==> run_1/route_heat.png <==
Scale: 4 px per um. The die is cut into 18 by 18 equal tiles; white is low, dark blue is high, scaled to the fullest tile. Values are wire area over tile area, all layers added.
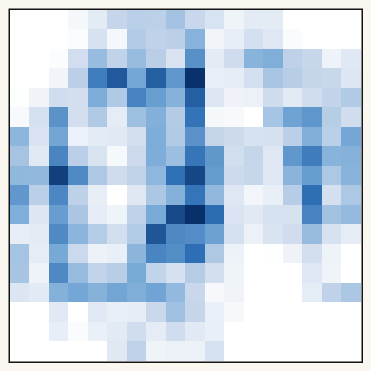
==> run_1/clock_wires.png <==
Scale: 6 px per um.
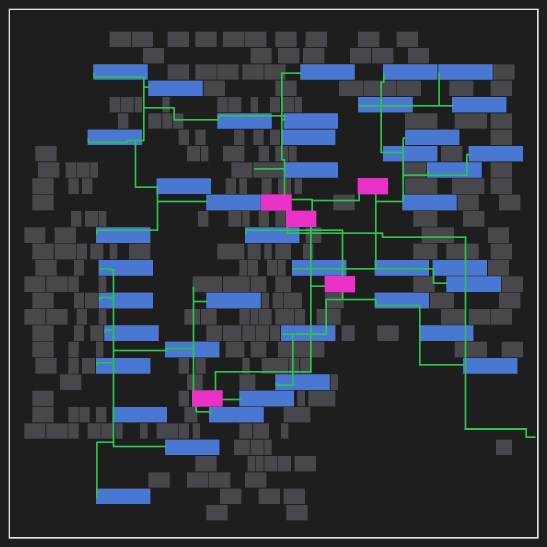
==> run_1/gates.png <==
Scale: 4 px per um.
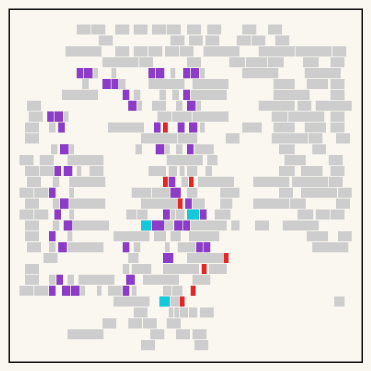
==> run_1/port_trees.png <==
Scale: 6 px per um.
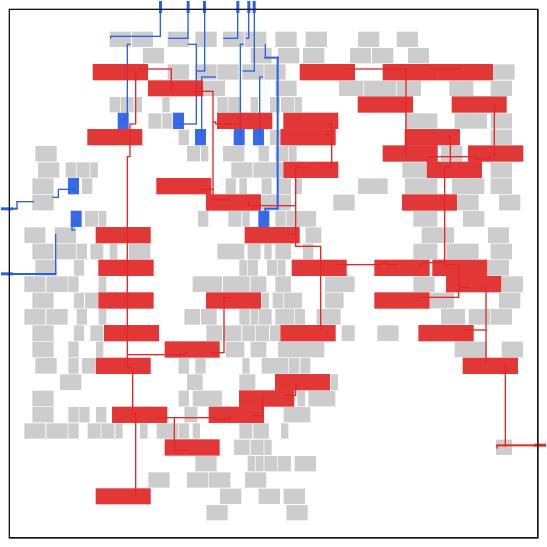
$ cat src/rtl/mem_port_arbiter.sv
// Round-robin arbiter sequencing two req/ack ports onto one single-port data memory.
// Latency: ack pulses MEM_LAT+1 cycles after the selecting edge; a transaction occupies MEM_LAT+2 cycles.
// Backpressure: requesters hold req until ack; on a tie the loser waits at most one foreign transaction.
module mem_port_arbiter #(
    parameter int ADDR_W  = 8,
    parameter int DATA_W  = 8,
    parameter int MEM_LAT = 1
) (
    input  logic              clk,
    input  logic              rst,
    input  logic              req0,
    input  logic              wr_rdn0,
    input  logic [ADDR_W-1:0] addr0,
    input  logic [DATA_W-1:0] wdata0,
    output logic              ack0,
    output logic [DATA_W-1:0] rdata0,
    input  logic              req1,
    input  logic              wr_rdn1,
    input  logic [ADDR_W-1:0] addr1,
    input  logic [DATA_W-1:0] wdata1,
    output logic              ack1,
    output logic [DATA_W-1:0] rdata1,
    output logic [1:0]        grant,
    output logic              mem_cs,
    output logic              mem_we,
    output logic [ADDR_W-1:0] mem_addr,
    output logic [DATA_W-1:0] mem_wdata,
    input  logic [DATA_W-1:0] mem_rdata
);

    // Captured request of the current owner; drives the memory address/data pins.
    typedef struct packed {
        logic              wr;
        logic [ADDR_W-1:0] addr;
        logic [DATA_W-1:0] wdata;
    } xact_t;

    typedef enum logic [1:0] {
        S_IDLE   = 2'd0,
        S_ACCESS = 2'd1,
        S_DONE   = 2'd2
    } state_t;

    // lat_cnt counts down the remaining chip-select cycles; 0 marks the last one.
    localparam logic [3:0] LAT_LOAD = 4'(MEM_LAT - 1);

    state_t     state;
    state_t     state_nxt;
    logic       owner;
    logic       prio;
    logic       sel;
    logic       any_req;
    logic [3:0] lat_cnt;
    xact_t      cur;
    xact_t      sel_xact;

    // State register; reset abandons any access in flight.
    always_ff @(posedge clk or negedge rst) begin
        if (!rst) begin
            state <= S_IDLE;
        end else begin
            state <= state_nxt;
        end
    end

    // Next-state logic and choice of the port to serve on a tie (priority pointer).
    always_comb begin
        state_nxt = state;
        any_req   = req0 | req1;
        sel       = (req0 & req1) ? prio : req1;
        sel_xact  = sel ? {wr_rdn1, addr1, wdata1} : {wr_rdn0, addr0, wdata0};
        case (state)
            S_IDLE:   if (any_req) state_nxt = S_ACCESS;
            S_ACCESS: if (lat_cnt == 4'd0) state_nxt = S_DONE;
            S_DONE:   state_nxt = S_IDLE;
            default:  state_nxt = S_IDLE;
        endcase
    end

    // Datapath: latch the winner's request, count the access, capture read data, rotate priority.
    always_ff @(posedge clk or negedge rst) begin
        if (!rst) begin
            owner   <= 1'b0;
            prio    <= 1'b0;
            lat_cnt <= 4'd0;
            cur     <= '0;
            rdata0  <= '0;
            rdata1  <= '0;
        end else begin
            case (state)
                S_IDLE: begin
                    if (any_req) begin
                        owner   <= sel;
                        cur     <= sel_xact;
                        lat_cnt <= LAT_LOAD;
                    end
                end
                S_ACCESS: begin
                    if (lat_cnt != 4'd0) begin
                        lat_cnt <= lat_cnt - 4'd1;
                    end else if (!cur.wr) begin
                        if (owner) rdata1 <= mem_rdata;
                        else       rdata0 <= mem_rdata;
                    end
                end
                S_DONE: begin
                    prio <= ~owner;
                end
                default: ;
            endcase
        end
    end

    // Outputs decode straight from state so an async reset clears them immediately.
    assign grant     = (state == S_ACCESS || state == S_DONE) ? {owner, ~owner} : 2'b00;
    assign mem_cs    = (state == S_ACCESS);
    assign mem_we    = mem_cs & cur.wr;
    assign mem_addr  = cur.addr;
    assign mem_wdata = cur.wdata;
    assign ack0      = (state == S_DONE) & ~owner;
    assign ack1      = (state == S_DONE) & owner;

endmodule

$ cat config.mk
export PLATFORM = sky130hd
export DESIGN_NAME = mem_port_arbiter
export DESIGN_NICKNAME = d
export VERILOG_FILES = /design/src/rtl/mem_port_arbiter.sv
export SDC_FILE = /design/constraint.sdc
export NUM_CORES = 1
export LEC_CHECK = 0
export ABC_CLOCK_PERIOD_IN_PS = 3690
export CORE_MARGIN = 2
export CORE_UTILIZATION = 30
export CTS_CLUSTER_DIAMETER = 200
export DETAILED_ROUTE_END_ITERATION = 7
export HOLD_SLACK_MARGIN = 0.1
export SLEW_MARGIN = 25
export SYNTH_ARGS = -nofsm -noshare
export SYNTH_HDL_FRONTEND = slang
export SYNTH_SLANG_ARGS = --single-unit
$ cat constraint.sdc
create_clock -name clk -period 3.69 [get_ports clk]
set_clock_uncertainty 0.15 [all_clocks]
set_input_delay 0.738 -clock clk [delete_from_list [all_inputs] [get_ports clk]]
set_output_delay 0.738 -clock clk [all_outputs]
set_load 0.01 [all_outputs]
==> results.sh, run 1 <==
# flow metrics
export IMPL_status="complete, no violations"
export IMPL_nClkBuffers=7
export IMPL_place_hpwl_mm=3.66
export IMPL_p_clk_frac=0.146
export IMPL_ys_sh_aoi=0.138
export IMPL_diodes=0
export IMPL_clock_path_buffers=2
export IMPL_muxShareOfSynthArea=0.0996
export IMPL_avgSynthCellArea_sq_um=10.2
export IMPL_internal_power_w=0.00150
export IMPL_ys_ff=41
export IMPL_clk_share=0.0349
export IMPL_die_width_um=87.9
export IMPL_irDropWorstVdd_mv=0.223
export IMPL_power_total_w=0.00231
export IMPL_ctsHtreeMaxLevel=2
export IMPL_flop_cell="dfrtp_1"
export IMPL_top_cell_area_share=0.486
export IMPL_worst_setup_path_end_kind="output port"
export IMPL_fin_ws_ns=0.966
export IMPL_fill_cells=667
export IMPL_cp_endpoint="mem_we"
export IMPL_ys_chip_area_sq_um=2110
export IMPL_crit_family="buffers and inverters"
export IMPL_route_antenna_remaining_nets=0
export IMPL_slowest_delay_ns=0.55
export IMPL_cts_inserted_buffers=5
export IMPL_setup_tns_ns=0
export IMPL_cts_root_buffer="clkbuf_8"
export IMPL_cts_sinks=41
export IMPL_final_util=0.444
export IMPL_slew_headroom=0.522
export IMPL_drtIter0Drc=72
export IMPL_hold_viol=0
export IMPL_dieArea_sq_um=7720
export IMPL_grt_overflow=0
export IMPL_insertion_delay_ns=0.30
export IMPL_startpoint_type="flop"
export IMPL_antenna_found_initial=0
export IMPL_worstPathArrival_ns=1.84
export IMPL_tightestPinTransition_ns=0.716
export IMPL_cts_resized=0
export IMPL_place_ws_ns=1.09
export IMPL_rr_startpoint="lat_cnt[0]"
export IMPL_finalClockPeriodUsage=0.738
export IMPL_num_nonclk_inverters=8
export IMPL_taps=96
export IMPL_ys_sh_xor=0
export IMPL_layout_drive_gt1_share=0.117
export IMPL_synth_edff_count=0
export IMPL_p_switching_w=0.000812
export IMPL_signal_buffers=87
export IMPL_timing_critical_path_buf_inv=2
export IMPL_async_flop_share=1.00
export IMPL_comb_area_sq_um=876
export IMPL_avgViaCountPerCell=4.68
export IMPL_lay_top_cells="82 x clkdlybuf4s50_1, 41 x dfrtp_1, 25 x o21ai_0, 20 x nor2_1, 20 x nand3_1"
export IMPL_sh_seq_area=0.340
export IMPL_gp_congestion=0.823
export IMPL_grt_pass1_wl_mm=8.03
export IMPL_initial_utilization=0.310
export IMPL_syn_inst=207
export IMPL_warnings=29
export IMPL_required_ns=2.80
export IMPL_p_leak_nw=1.23
export IMPL_drc_errors=0
export IMPL_ys_seq_frac=0.486
export IMPL_fp_nets=258
export IMPL_synth_adder_area_share=0.0297
export IMPL_setup_viol=0
export IMPL_p_comb_frac=0.510
export IMPL_buf_share=0.285
export IMPL_synthTopCellsByArea="dfrtp_1 49%, o21ai_0 5.9%, buf_4 5.7%, mux2_4 5.7%, a31oi_1 5.3%"
export IMPL_finalMaxSlewViolations=0
export IMPL_syn_to_final_growth_pct=42.9
export IMPL_r2r_setup_slack_ns=1.36
export IMPL_core_area_sq_um=6790
export IMPL_power_density_nw_per_um2=766
export IMPL_ys_warn_count=0
export IMPL_path_depth=4
export IMPL_grt_max_degree=42
export IMPL_path_class="flop to output port"
export IMPL_cts_clk_slew_worst_paths_ns=0.09
export IMPL_cts_hold_buffers_added=0
About route_heat.png:
nearly empty tiles: 19%
fullest tile: 0.42
tiles over half the peak: 16%
vias post-DR: 1,727
Total GRT Usage: 0.134
Total Routed Length: 5.08 mm
drt wl/cell: 13.8 um

About clock_wires.png:
legend:
  magenta:
    item: clock-net drivers
    count: 5
  green:
    item: clock wires
    length: 584 um
  blue:
    item: flip-flops
    count: 41
routed clock nets: 6

About gates.png:
legend:
  red:
    family: inv cells
    cells: 8
    most_used: inv_1
  purple:
    family: aoi and oai cells
    cells: 47
    most_used: o21ai_0
  cyan:
    family: non-inverting ao/oa cells
    cells: 3
Comb/total area: 0.290
non-filler cells, final: 369
Commonest Layout Cell: clkdlybuf4s50_1

About port_trees.png:
legend:
  blue:
    port: addr1
    bits: 8
    direction: input
    end_cells: 8
    buffers: 8
    wire: 183 um
  red:
    port: rst
    bits: 1
    direction: input
    end_cells: 41
    buffers: 1
    wire: 359 um
Port Buffer Count: 83
IO Pins: 84

run 1: Yosys cell counts (2+ instances only):
| library cell | number |
|---|---|
| nor3b_1 | 2 |
| and2_1 | 2 |
| ha_1 | 5 |
| mux2_2 | 8 |
| o21ai_0 | 25 |
| nand2_1 | 2 |
| mux2_4 | 8 |
| dfrtp_1 | 41 |
| nor2_1 | 20 |
| inv_1 | 8 |
| nor2b_1 | 2 |
| clkbuf_1 | 10 |
| a31oi_1 | 18 |
| nand3_1 | 20 |
| buf_4 | 16 |
run 1: registers in the layout, indices dropped and copies added, names as in the netlist:
| name | count |
|---|---|
| cur | 1 |
| lat_cnt | 4 |
| mem_addr | 8 |
| mem_wdata | 8 |
| owner | 1 |
| prio | 1 |
| rdata0 | 8 |
| rdata1 | 8 |
| state | 2 |
run 1: power by group through the flow:
stage | registers, W | logic (W) | clock network (W)
global route | 0.000826 | 0.00129 | 0.000370
finish | 0.000795 | 0.00118 | 0.000336
floorplan | 0.000816 | 0.000715 | 0
global placement | 0.000804 | 0.00118 | 0
CTS | 0.000798 | 0.00119 | 0.000352
detailed placement | 0.000803 | 0.00119 | 0
run 1: per-stage QoR:
step,area (sq um),std cells,hold WS (ns)
final,3020,369,0.270
after global routing,3020,369,0.307
after CTS,3010,369,0.360
after detailed placement,2910,361,0.340
after global placement,2910,361,0.331
after floorplan,2110,207,0.292
run 1: routing by layer:
layer | GRT usage | up-vias | wire, um
met5 | 0 | - | 0
met4 | 0.0503 | 0 | 82
met3 | 0.0330 | 7 | 334
met2 | 0.231 | 68 | 2450
met1 | 0.160 | 804 | 2210
li1 | - | 848 | -
run 1: worst reg2reg max path, cell delays in order (launching register included):
cell and delay, ns:
dfrtp_1 0.41, inv_1 0.13, ha_1 0.17, or3b_1 0.46, or4_4 0.57, mux2_4 0.33
==> run_1/congestion_map.png <==
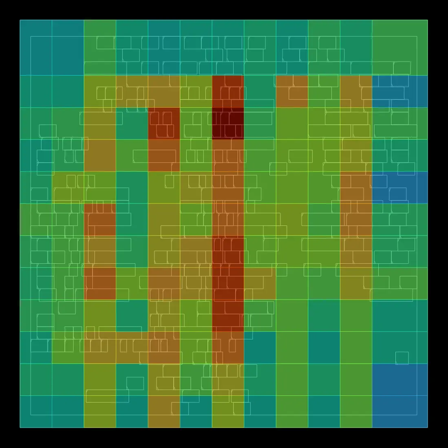

## Run 2: what changed since run 1
--- a/config.mk
+++ b/config.mk
@@ -5,7 +5,7 @@
 export SDC_FILE = /design/constraint.sdc
 export NUM_CORES = 1
 export LEC_CHECK = 0
-export ABC_CLOCK_PERIOD_IN_PS = 3690
+export ABC_CLOCK_PERIOD_IN_PS = 2500
 export CORE_MARGIN = 2
 export CORE_UTILIZATION = 30
 export CTS_CLUSTER_DIAMETER = 200
==> constraint.sdc (replaced) <==
create_clock -name clk -period 2.5 [get_ports clk]
set_clock_uncertainty 0.15 [all_clocks]
set_input_delay 0.5 -clock clk [delete_from_list [all_inputs] [get_ports clk]]
set_output_delay 0.5 -clock clk [all_outputs]
set_load 0.01 [all_outputs]
==> run_2/congestion_map.png <==
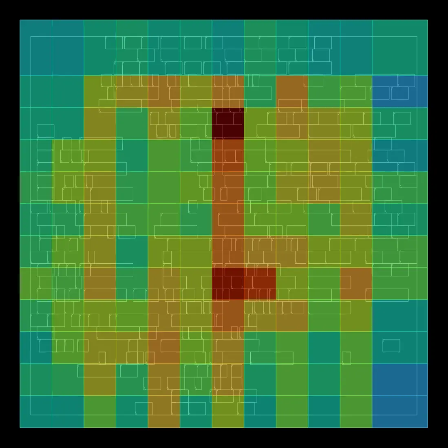
GRT busiest layer: met2
Layout Utilization: 0.451

==> run 2 against run 1 <==
Net effect:
- worst hold slack improved by 0.080 ns
- combinational power increased by 53%
- setup slack got worse by 0.87 ns
- sequential cell count unchanged
- non-clock buffer count increased by 7
- critical path depth unchanged
- area after synthesis unchanged
- global-route usage increased by 0.44 points
- clock power increased by 28%
- sequential power increased by about 50%
- cell area increased by 1.5%
- largest power group unchanged
==> results.sh, run 2 <==
# flow metrics
export IMPL_comb_area_sq_um=888
export IMPL_route_antenna_remaining_nets=0
export IMPL_whs_ns=0.350
export IMPL_muxShareOfSynthArea=0.0996
export IMPL_layout_nets=330
export IMPL_hold_viol=0
export IMPL_wl_per_cell_um=14.2
export IMPL_p_leak_nw=1.26
export IMPL_cts_root_buffer="clkbuf_8"
export IMPL_slew_headroom=0.627
export IMPL_dieArea_sq_um=7720
export IMPL_syn_inst=207
export IMPL_cts_inserted_buffers=5
export IMPL_startpoint_type="flop"
export IMPL_setup_viol=0
export IMPL_grt_max_degree=28
export IMPL_port_buffers=83
export IMPL_tightestPinTransition_ns=0.559
export IMPL_avgSynthCellArea_sq_um=10.2
export IMPL_worstPathArrival_ns=1.75
export IMPL_dr_total_vias=1784
export IMPL_worst_setup_path_end_kind="output port"
export IMPL_ys_sh_aoi=0.138
export IMPL_ys_ff=41
export IMPL_die_width_um=87.9
export IMPL_status="complete, no violations"
export IMPL_setup_tns_ns=0
export IMPL_synth_edff_count=0
export IMPL_gp_congestion=0.746
export IMPL_avgViaCountPerCell=4.74
export IMPL_drc_errors=0
export IMPL_power_density_nw_per_um2=1120
export IMPL_fin_ws_ns=0.0954
export IMPL_fill_cells=672
export IMPL_grt_pass1_wl_mm=8.14
export IMPL_synth_most_common_cell="dfrtp_1"
export IMPL_insertion_delay_ns=0.29
export IMPL_drtIter0Drc=105
export IMPL_fp_nets=258
export IMPL_ctsHtreeMaxLevel=2
export IMPL_ys_warn_count=0
export IMPL_ys_chip_area_sq_um=2110
export IMPL_core_area_sq_um=6790
export IMPL_synth_adder_area_share=0.0297
export IMPL_place_ws_ns=0.315
export IMPL_initial_utilization=0.310
export IMPL_clock_path_buffers=2
export IMPL_yosys_top_cells_count="41 x dfrtp_1, 25 x o21ai_0, 20 x nand3_1, 20 x nor2_1, 18 x a31oi_1"
export IMPL_warnings=29
export IMPL_track_usage=0.138
export IMPL_grt_overflow=0
export IMPL_antenna_found_initial=0
export IMPL_cts_sinks=41
export IMPL_cts_clk_slew_worst_paths_ns=0.08
export IMPL_diodes=0
export IMPL_power_total_w=0.00343
export IMPL_io_pins=84
export IMPL_stdcell_count=376
export IMPL_synthTopCellsByArea="dfrtp_1 49%, o21ai_0 5.9%, buf_4 5.7%, mux2_4 5.7%, a31oi_1 5.3%"
export IMPL_layout_drive_gt1_share=0.139
export IMPL_finalClockPeriodUsage=0.962
export IMPL_irDropWorstVdd_mv=0.384
export IMPL_drt_total_wl_mm=5.35
export IMPL_layout_top_cell="clkdlybuf4s50_1"
export IMPL_required_ns=1.85
export IMPL_finalMaxSlewViolations=0
export IMPL_ys_sh_xor=0
export IMPL_syn_to_final_growth_pct=45.1
export IMPL_async_flop_share=1.00
export IMPL_dpl_cell_count=367
export IMPL_place_hpwl_mm=3.82
-- run 2: cell counts after synthesis --
Identical to the previous run, type by type.
-- run 2: metal layers --
layer,global-route usage,part of all wire,vias up
li1,-,-,857
met1,0.170,0.44,851
met2,0.224,0.48,70
met3,0.0386,0.065,6
met4,0.0671,0.014,0
met5,0,0,-
-- run 2: area by class of cell --
cell class | instances | area share
multi-input combinational | 129 | 0.290
tap | 96 | 0.0392
clock buffer | 5 | 0.0225
sequential | 41 | 0.335
timing repair buffer | 94 | 0.298
inverter | 8 | 0.00981
clock inverter | 3 | 0.00572
-- run 2: per-stage QoR --
stage          utilization  cell area [sq um]
2_1_floorplan            -               2110
3_3_place_gp         0.435               2950
3_5_place_dp         0.435               2950
4_1_cts              0.449               3050
5_1_grt              0.451               3060
6_report             0.451               3060
-- run 2: final timing paths --
kind / start / end / depth (start not counted)
setup / recovery: state[0] / grant[0] / 4
hold / removal: prio / prio / 1
setup reg to reg: lat_cnt[0] / rdata0[2] / 5
hold reg to reg: prio / prio / 1
max in group asynchronous: rst / mem_addr[3] / 3
min in group asynchronous: rst / state[0] / 2
-- run 2: timing repair --
item,4_1_cts,5_1_grt
setup endpoints to repair,0,1
hold buffers,1,0
hold endpoints to repair,14,0
resized,0,2
-- run 2: kinds of logic after synthesis --
group | count (synthesis)
compound gates | 50
buf+inv | 37
fa+ha+maj | 5
mux | 16
simple gates | 58
flops | 41
-- run 2: worst max-delay path: stages, from the launching register on --
cell and delay [ns]:
dfrtp_1 0.40, inv_1 0.10, ha_1 0.30, nor2b_1 0.13, clkdlybuf4s50_1 0.54
-- run 2: power by group --
group	switching (W)	internal (W)
clock	0.000238	0.000193
sequential	0.000207	0.000979
combinational	0.000788	0.00102
==> run_2/clock_wires.png <==
Scale: 6 px per um.
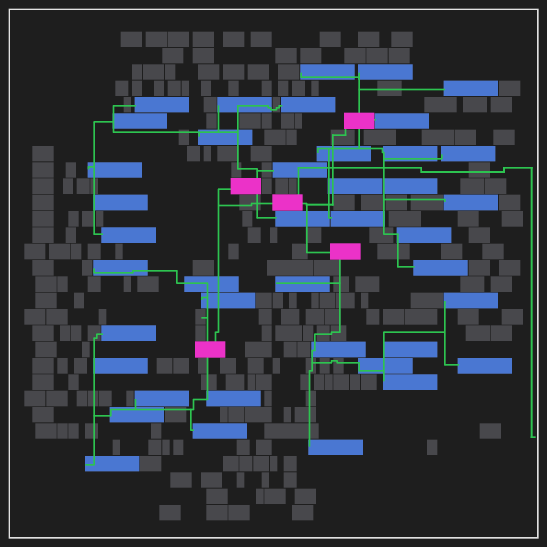

## Run 3: what changed since run 2
--- a/config.mk
+++ b/config.mk
@@ -6,11 +6,15 @@
 export NUM_CORES = 1
 export LEC_CHECK = 0
 export ABC_CLOCK_PERIOD_IN_PS = 2500
+export CELL_PAD_IN_SITES_DETAIL_PLACEMENT = 0
+export CELL_PAD_IN_SITES_GLOBAL_PLACEMENT = 1
 export CORE_MARGIN = 2
-export CORE_UTILIZATION = 30
+export CORE_UTILIZATION = 29
 export CTS_CLUSTER_DIAMETER = 200
 export DETAILED_ROUTE_END_ITERATION = 7
 export HOLD_SLACK_MARGIN = 0.1
+export PLACE_DENSITY_LB_ADDON = 0.1
+export SETUP_SLACK_MARGIN = 0.1
 export SLEW_MARGIN = 25
 export SYNTH_ARGS = -nofsm -noshare
 export SYNTH_HDL_FRONTEND = slang
==> run_3/clock_wires.png <==
Scale: 6 px per um.
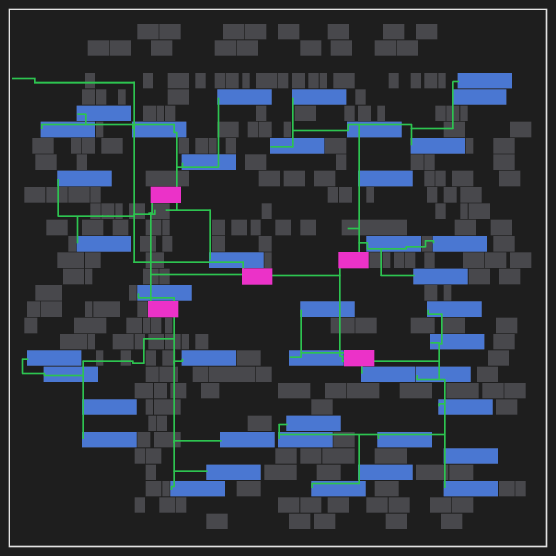
legend:
  green:
    item: clock wires
    length: 573 um
  blue:
    item: flip-flops
    count: 41
  magenta:
    item: clock-net drivers
    count: 5
routed clock nets: 6

==> run 3 against run 2 <==
Net effect:
- worst hold slack lost 0.24 ns
- sequential cell count is the same
- highest routed layer unchanged
- via count shrank 2.1%
- critical path type unchanged
- largest cell class unchanged
- sequential power is essentially flat
- cell area grew 1.2%
- critical endpoint is now mem_we
==> results.sh, run 3 <==
# flow metrics
export IMPL_status="complete, no violations"
export IMPL_layout_top_cell="clkdlybuf4s50_1"
export IMPL_async_flop_share=1.00
export IMPL_ys_ff=41
export IMPL_startpoint_type="flop"
export IMPL_flop_cell="dfrtp_1"
export IMPL_ys_warn_count=0
export IMPL_fill_cells=744
export IMPL_initial_utilization=0.296
export IMPL_grt_max_degree=42
export IMPL_ys_sh_aoi=0.138
export IMPL_final_area_sq_um=3100
export IMPL_final_util=0.434
export IMPL_ys_chip_area_sq_um=2110
export IMPL_port_buffers=83
export IMPL_hold_viol=0
export IMPL_finalMaxSlewViolations=0
export IMPL_synth_most_common_cell="dfrtp_1"
export IMPL_ys_seq_frac=0.486
export IMPL_tightestPinTransition_ns=0.543
export IMPL_place_hpwl_mm=3.90
export IMPL_slowest_delay_ns=0.53
export IMPL_cts_sinks=41
export IMPL_cts_hold_buffers_added=0
export IMPL_warnings=30
export IMPL_drc_errors=0
export IMPL_avgSynthCellArea_sq_um=10.2
export IMPL_drtIter0Drc=93
export IMPL_power_density_nw_per_um2=1140
export IMPL_finalClockPeriodUsage=0.926
export IMPL_cts_root_buffer="clkbuf_8"
export IMPL_route_antenna_remaining_nets=0
export IMPL_synthTopCellsByArea="dfrtp_1 49%, o21ai_0 5.9%, buf_4 5.7%, mux2_4 5.7%, a31oi_1 5.3%"
export IMPL_cts_inserted_buffers=5
export IMPL_required_ns=1.85
export IMPL_slew_headroom=0.638
export IMPL_dieArea_sq_um=7970
export IMPL_fin_ws_ns=0.184
export IMPL_syn_to_final_growth_pct=46.9
export IMPL_p_leak_nw=1.30
export IMPL_grt_overflow=0
export IMPL_lay_top_cells="80 x clkdlybuf4s50_1, 41 x dfrtp_1, 25 x o21ai_0, 20 x nor2_1, 20 x nand3_1"
export IMPL_dpl_instance_area_sq_um=2980
export IMPL_io_pins=84
export IMPL_gp_congestion=0.734
export IMPL_ctsHtreeMaxLevel=2
export IMPL_core_area_sq_um=7140
export IMPL_cp_cell_sequence="inv_1 > ha_2 > and2_1 > clkdlybuf4s50_1"
export IMPL_irDropWorstVdd_mv=0.496
export IMPL_die_width_um=89.3
export IMPL_stdcell_count=379
export IMPL_antenna_found_initial=0
export IMPL_synth_adder_area_share=0.0297
export IMPL_place_ws_ns=0.245
export IMPL_yosys_top_cells_count="41 x dfrtp_1, 25 x o21ai_0, 20 x nand3_1, 20 x nor2_1, 18 x a31oi_1"
export IMPL_dr_total_vias=1747
export IMPL_clock_path_buffers=2
export IMPL_setup_viol=0
export IMPL_grt_pass1_wl_mm=8.31
export IMPL_syn_inst=207
export IMPL_whs_ns=0.105
export IMPL_worstPathArrival_ns=1.67
export IMPL_top_cell_area_share=0.486
export IMPL_power_total_w=0.00354
export IMPL_drt_total_wl_mm=5.43
export IMPL_layout_drive_gt1_share=0.143
export IMPL_avgViaCountPerCell=4.61
export IMPL_synth_edff_count=0
export IMPL_ys_sh_xor=0
-- run 3: critical path: cells and delay by family (launching register included) --
kind,cells,cell delay [ns]
fa+ha+maj,1,0.22
simple gates,1,0.15
flops,1,0.38
buf+inv,2,0.62
-- run 3: layer usage --
metal | part of all wire | global-route usage
met1 | 0.48 | 0.190
met2 | 0.45 | 0.211
met3 | 0.057 | 0.0332
met4 | 0.0083 | 0.0421
met5 | 0 | 0
-- run 3: report_power, final --
group          internal [W]  switching [W]
clock              0.000299       0.000251
combinational       0.00103       0.000784
sequential         0.000979       0.000198
total               0.00231        0.00123
-- run 3: cells by family after synthesis --
kind of cell | after synthesis
compound gates | 50
fa+ha+maj | 5
buf+inv | 37
flops | 41
mux | 16
simple gates | 58
-- run 3: area by class of cell --
type / count / area [sq um] / area share
Sequential cell: 41 / 1030 / 0.331
Timing Repair Buffer: 94 / 926 / 0.299
Multi-Input combinational cell: 129 / 878 / 0.283
Tap cell: 99 / 124 / 0.0400
Clock buffer: 5 / 68.8 / 0.0222
Clock inverter: 3 / 46.3 / 0.0149
Inverter: 8 / 30.0 / 0.00969
-- run 3: timing repair --
item / 4_1_cts / 5_1_grt
setup buffers: 0 / 0
gates resized: 0 / 3
setup endpoints to repair: 0 / 3
-- run 3: final timing paths --
kind                            start          end  slack, ns  cells past startpoint
min in group clk            rdata1[2]    rdata1[2]       0.36                      1
hold / removal                    rst    rdata1[5]       0.10                      2
hold reg to reg             rdata1[2]    rdata1[2]       0.36                      1
max in group asynchronous         rst  mem_addr[7]       1.71                      2
setup reg to reg           lat_cnt[0]    rdata0[7]       0.24                      5
setup / recovery             state[1]       mem_we       0.18                      4
No activity file was given, so power comes from the tool's default toggle rates.
